===== src/rtl/fetch_pkg.sv =====
// Shared definitions for the instruction fetch stage.
// Holds the fetch FSM state enum, the default reset PC, the queue depth
// constant and the instruction queue entry layout {pc, instr}.
package fetch_pkg;

  localparam logic [31:0] DEFAULT_RESET_PC = 32'h0000_0000;
  localparam int          FETCH_QDEPTH     = 2;

  // RUN  : no request outstanding, free to issue
  // WAIT : one request outstanding, its response will be queued
  // DROP : one request outstanding, its response will be thrown away
  typedef enum logic [1:0] {
    RUN  = 2'd0,
    WAIT = 2'd1,
    DROP = 2'd2
  } fetch_state_e;

  typedef struct packed {
    logic [31:0] pc;
    logic [31:0] instr;
  } fetch_entry_t;

endpackage


===== src/rtl/fetch_queue.sv =====
// Small synchronous FIFO holding fetched {pc, instr} entries for decode.
// Ports:
//   clk, reset     - rising-edge clock, synchronous active-high reset
//   flush          - clears count and both pointers on the next edge
//   push           - write push_entry at the tail
//   push_entry     - entry to write
//   pop            - drop the head entry
//   head_entry     - current head entry (valid when count != 0)
//   count          - number of entries held
module fetch_queue
  import fetch_pkg::*;
#(
  parameter int DEPTH = FETCH_QDEPTH,
  localparam int PTR_W = (DEPTH > 1) ? $clog2(DEPTH) : 1,
  localparam int CNT_W = $clog2(DEPTH + 1)
) (
  input  logic               clk,
  input  logic               reset,
  input  logic               flush,
  input  logic               push,
  input  fetch_entry_t       push_entry,
  input  logic               pop,
  output fetch_entry_t       head_entry,
  output logic [CNT_W-1:0]   count
);

  localparam logic [CNT_W-1:0] FULL_COUNT = CNT_W'(DEPTH);
  localparam logic [PTR_W-1:0] LAST_PTR   = PTR_W'(DEPTH - 1);

  fetch_entry_t       mem_q [DEPTH];
  fetch_entry_t       mem_d [DEPTH];
  logic [PTR_W-1:0]   wr_ptr_q, wr_ptr_d;
  logic [PTR_W-1:0]   rd_ptr_q, rd_ptr_d;
  logic [CNT_W-1:0]   count_q, count_d;
  logic               do_push;
  logic               do_pop;

  // Pointers wrap explicitly so non-power-of-two depths also behave.
  function automatic logic [PTR_W-1:0] ptr_inc(input logic [PTR_W-1:0] p);
    return (p == LAST_PTR) ? '0 : p + 1'b1;
  endfunction

  assign do_push    = push && (count_q != FULL_COUNT);
  assign do_pop     = pop && (count_q != '0);
  assign head_entry = mem_q[rd_ptr_q];
  assign count      = count_q;

  // Next-state for storage, pointers and occupancy. A flush wins over
  // any push or pop in the same cycle; stale storage is left in place
  // because the count alone decides what is visible.
  always_comb begin
    mem_d    = mem_q;
    wr_ptr_d = wr_ptr_q;
    rd_ptr_d = rd_ptr_q;
    count_d  = count_q;
    if (flush) begin
      wr_ptr_d = '0;
      rd_ptr_d = '0;
      count_d  = '0;
    end else begin
      if (do_push) begin
        mem_d[wr_ptr_q] = push_entry;
        wr_ptr_d        = ptr_inc(wr_ptr_q);
      end
      if (do_pop) begin
        rd_ptr_d = ptr_inc(rd_ptr_q);
      end
      case ({do_push, do_pop})
        2'b10:   count_d = count_q + 1'b1;
        2'b01:   count_d = count_q - 1'b1;
        default: count_d = count_q;
      endcase
    end
  end

  // Register update with synchronous reset back to an empty queue.
  always_ff @(posedge clk) begin
    if (reset) begin
      for (int i = 0; i < DEPTH; i++) begin
        mem_q[i] <= '0;
      end
      wr_ptr_q <= '0;
      rd_ptr_q <= '0;
      count_q  <= '0;
    end else begin
      for (int i = 0; i < DEPTH; i++) begin
        mem_q[i] <= mem_d[i];
      end
      wr_ptr_q <= wr_ptr_d;
      rd_ptr_q <= rd_ptr_d;
      count_q  <= count_d;
    end
  end

endmodule


===== src/rtl/pc_fetch_stage.sv =====
// Instruction fetch stage: PC register, single-outstanding memory request
// FSM and a small instruction queue toward decode.
// Ports:
//   clk, reset                     - rising-edge clock, sync active-high reset
//   next_PC, PCWrite, redirect     - PC-select value, hazard enable, taken branch
//   current_PC                     - PC register, fed back to the PC mux
//   imem_req_valid/addr/ready      - fetch request handshake (addr = current_PC)
//   imem_resp_valid/data           - fetch response
//   id_valid/id_pc/id_instr        - queue head toward decode
//   id_ready                       - decode consumes the head
module pc_fetch_stage
  import fetch_pkg::*;
#(
  parameter logic [31:0] RESET_PC = DEFAULT_RESET_PC,
  parameter int          QDEPTH   = FETCH_QDEPTH
) (
  input  logic        clk,
  input  logic        reset,
  input  logic [31:0] next_PC,
  input  logic        PCWrite,
  input  logic        redirect,
  output logic [31:0] current_PC,
  output logic        imem_req_valid,
  output logic [31:0] imem_req_addr,
  input  logic        imem_req_ready,
  input  logic        imem_resp_valid,
  input  logic [31:0] imem_resp_data,
  output logic        id_valid,
  output logic [31:0] id_pc,
  output logic [31:0] id_instr,
  input  logic        id_ready
);

  localparam int               CNT_W      = $clog2(QDEPTH + 1);
  localparam logic [CNT_W-1:0] FULL_COUNT = CNT_W'(QDEPTH);

  fetch_state_e       state_q, state_d;
  logic [31:0]        pc_q, pc_d;
  logic [31:0]        req_pc_q, req_pc_d;
  logic               fire;
  logic               q_push;
  logic               q_pop;
  logic [CNT_W-1:0]   q_count;
  fetch_entry_t       q_head;
  fetch_entry_t       q_push_entry;

  assign current_PC    = pc_q;
  assign imem_req_addr = pc_q;
  assign id_valid      = (q_count != '0) && !reset;
  assign id_pc         = q_head.pc;
  assign id_instr      = q_head.instr;
  assign q_pop         = id_valid && id_ready && !redirect;
  assign q_push_entry  = '{pc: req_pc_q, instr: imem_resp_data};

  // Request issue and outstanding-transaction tracking. A request only
  // goes out with nothing outstanding and room left in the queue, so a
  // push can never land on a full queue. A redirect while waiting turns
  // the in-flight response into one that must be dropped.
  always_comb begin
    imem_req_valid = (state_q == RUN) && (q_count < FULL_COUNT) && !redirect && !reset;
    fire           = imem_req_valid && imem_req_ready;
    state_d        = state_q;
    q_push         = 1'b0;
    case (state_q)
      RUN: begin
        if (fire) state_d = WAIT;
      end
      WAIT: begin
        if (imem_resp_valid) begin
          q_push  = !redirect;
          state_d = RUN;
        end else if (redirect) begin
          state_d = DROP;
        end
      end
      DROP: begin
        if (imem_resp_valid) state_d = RUN;
      end
      default: state_d = RUN;
    endcase
  end

  // PC update: a redirect always wins; otherwise the PC only advances
  // when a request fires and the hazard unit allows it, so a stalled
  // fire re-fetches the same address. The issued address is remembered
  // so it can be paired with its response.
  always_comb begin
    pc_d     = pc_q;
    req_pc_d = req_pc_q;
    if (redirect) begin
      pc_d = next_PC;
    end else if (fire && PCWrite) begin
      pc_d = next_PC;
    end
    if (fire) begin
      req_pc_d = pc_q;
    end
  end

  // State registers; reset takes priority over everything, including a
  // redirect, and abandons any outstanding transaction.
  always_ff @(posedge clk) begin
    if (reset) begin
      state_q  <= RUN;
      pc_q     <= RESET_PC;
      req_pc_q <= '0;
    end else begin
      state_q  <= state_d;
      pc_q     <= pc_d;
      req_pc_q <= req_pc_d;
    end
  end

  fetch_queue #(
    .DEPTH(QDEPTH)
  ) u_queue (
    .clk        (clk),
    .reset      (reset),
    .flush      (redirect),
    .push       (q_push),
    .push_entry (q_push_entry),
    .pop        (q_pop),
    .head_entry (q_head),
    .count      (q_count)
  );

endmodule


===== config.mk =====
export PLATFORM = sky130hd
export DESIGN_NAME = pc_fetch_stage
export DESIGN_NICKNAME = d
export VERILOG_FILES = /design/src/rtl/fetch_pkg.sv /design/src/rtl/fetch_queue.sv /design/src/rtl/pc_fetch_stage.sv
export SDC_FILE = /design/constraint.sdc
export NUM_CORES = 1
export LEC_CHECK = 0
export CAP_MARGIN = 5
export CORE_MARGIN = 4
export CORE_UTILIZATION = 50
export CTS_BUF_LIST = sky130_fd_sc_hd__clkbuf_16
export DETAILED_ROUTE_END_ITERATION = 10
export PLACE_DENSITY_LB_ADDON = 0.1
export REMOVE_ABC_BUFFERS = 1
export SLEW_MARGIN = 5
export SYNTH_ARGS = -nofsm -noshare
export SYNTH_HDL_FRONTEND = slang
export SYNTH_SLANG_ARGS = --single-unit

===== constraint.sdc =====
create_clock -name clk -period 4.6 [get_ports clk]
set_clock_uncertainty 0.15 [all_clocks]
set_input_delay 0.92 -clock clk [delete_from_list [all_inputs] [get_ports clk]]
set_output_delay 0.92 -clock clk [all_outputs]
set_load 0.05 [all_outputs]

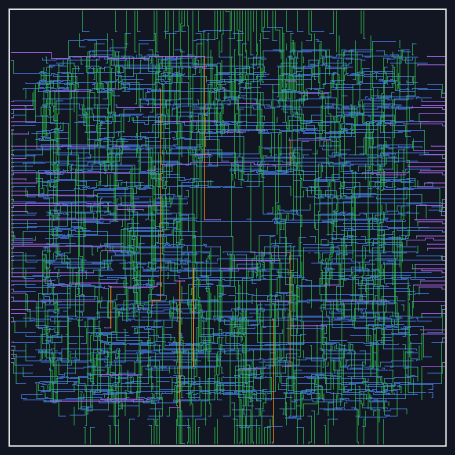
(routed metal, one colour a layer)
Drawn at 3 px/um.
Key: green = metal 2 [wire length 11400 um]; blue = metal 1 [wire length 11300 um]; orange = metal 4 [wire length 305 um]; purple = metal 3 [wire length 1280 um]
Total Wirelength: 24200 um
WL per Instance: 18.4 um
GR Util All Layers: 22.4%
via count: 7830

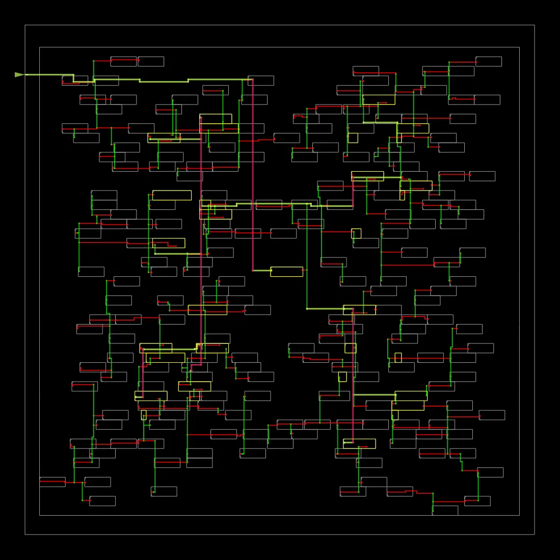
(clock routing)
CTS buffer count: 17
CLK BUF: 17
clk latency late pin: 0.43 ns
seq_cells: 198

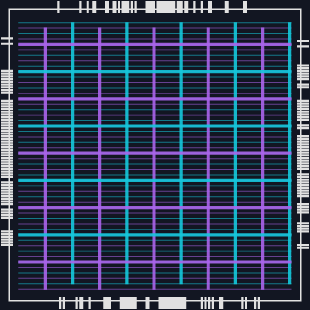
(power grid)
Drawn at 2 px/um. Pins as bars on the die edge.
Key: purple = VSS; cyan = VDD
9 straps on met5. The core has 49 rows. 201 signal pins sit on the boundary.
die width: 145 um
VDD IR max: 0.000263 V

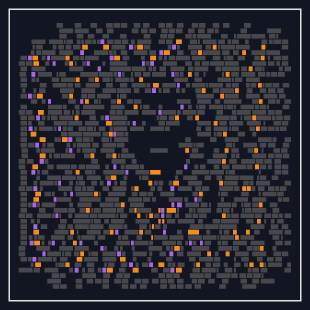
(logic cells by family)
Drawn at 2 px/um.
Key: purple = inverting AOI/OAI gates [cells 69, most used o21ai_0]; orange = NOR gates [cells 108, most used nor4_1, where spread over the die]
fin cells: 1315
logic share of the area: 40.2%

==> Changelog: implementation <==
## Flow update

* Synthesized area per cell at 9.51 um2
* Final period utilization at 82.0%
* Largest register by flop count: u_queue.mem_q
* Setup slack after layout at 0.829 ns
* Fmax achieved at 265 MHz
* IO Port Bufs at roughly 200
* Synth mux share at 14.6%
* Xor/xnor share of the synthesized area at 0.280%
* Pin count of the biggest net entering global routing at 111
* Post-synth seq share at 42.2%
* Core region area at 18200 um2
* Top-count cell post-synth: dfxtp_1
* Comb power frac at 14.5%
* GP Congestion at 0.751
* Status: finished, final reports clean
* Final Core Density at 64.2%
* Net Sw Power at 0.00104 W
* N_taps at 229
* Slew Viols, Final at 0
* Top Metal Used: met4
* Post-Place Cells at 1283
* FP Rows at 49
* Non-CTS inverters at 2
* Reg area at around 4000 um2
* Mapped cell area at 9390 um2
* HPWL Detailed at 13800 um
* Yosys cell count at 988
* Largest register FFs at 128
* Largest area contributor in the netlist: dfxtp_1
* Yosys synthesis chip area at 9390 um2
* FF-to-FF path depth at 4
* Synthesis Warnings at 0
* Clk tree area frac at under 10%
* Fraction of area in registers at 33.9%
* Worst Setup EP: imem_req_valid
* Worst path depth at 4
* CTS root buf: clkbuf_16
* Clock Path Buffers at 2
* Logic cell area at between 4000 and 5000 um2
* Top cell area share at between 40% and 50%
* Log Warnings at 29
* Hold Startpoint: u_queue.mem_q[9]
* Sequential share of power at 45.8%
* Most frequent cells in the layout: dfxtp_1, clkdlybuf4s50_1, nand2_1, mux2_2, nor4_1
* Top power group: registers
* Final min period at 3.77 ns
* Top cell category: multi-input combinational cells
* R2r setup slk at 1.74 ns
* Max cap viols at 0
* Initial antenna violation count at 0
* Final setup violating endpoints at 0
* CP Max Fanout at 30
* M2 GR Usage at between 30% and 40%
* Worst r2r src: state_q[0]
* Cell Pwr Density at 334 nW/um2
* Post-synth EDFFs at 0
* Combinational gates at 641
* Final hold violation count at 0
* Filler Cell Count at between 1500 and 2000
* Clock sink count at 198
* Worst-Margin Slew at between 1 and 1.5 ns
* Crit. End Element: primary output
* Layout area overhead at 24.5%
* Combinational Power at roughly 0.00057 W
* Startpoint types: input pin
Power and IR drop assume default switching activity.
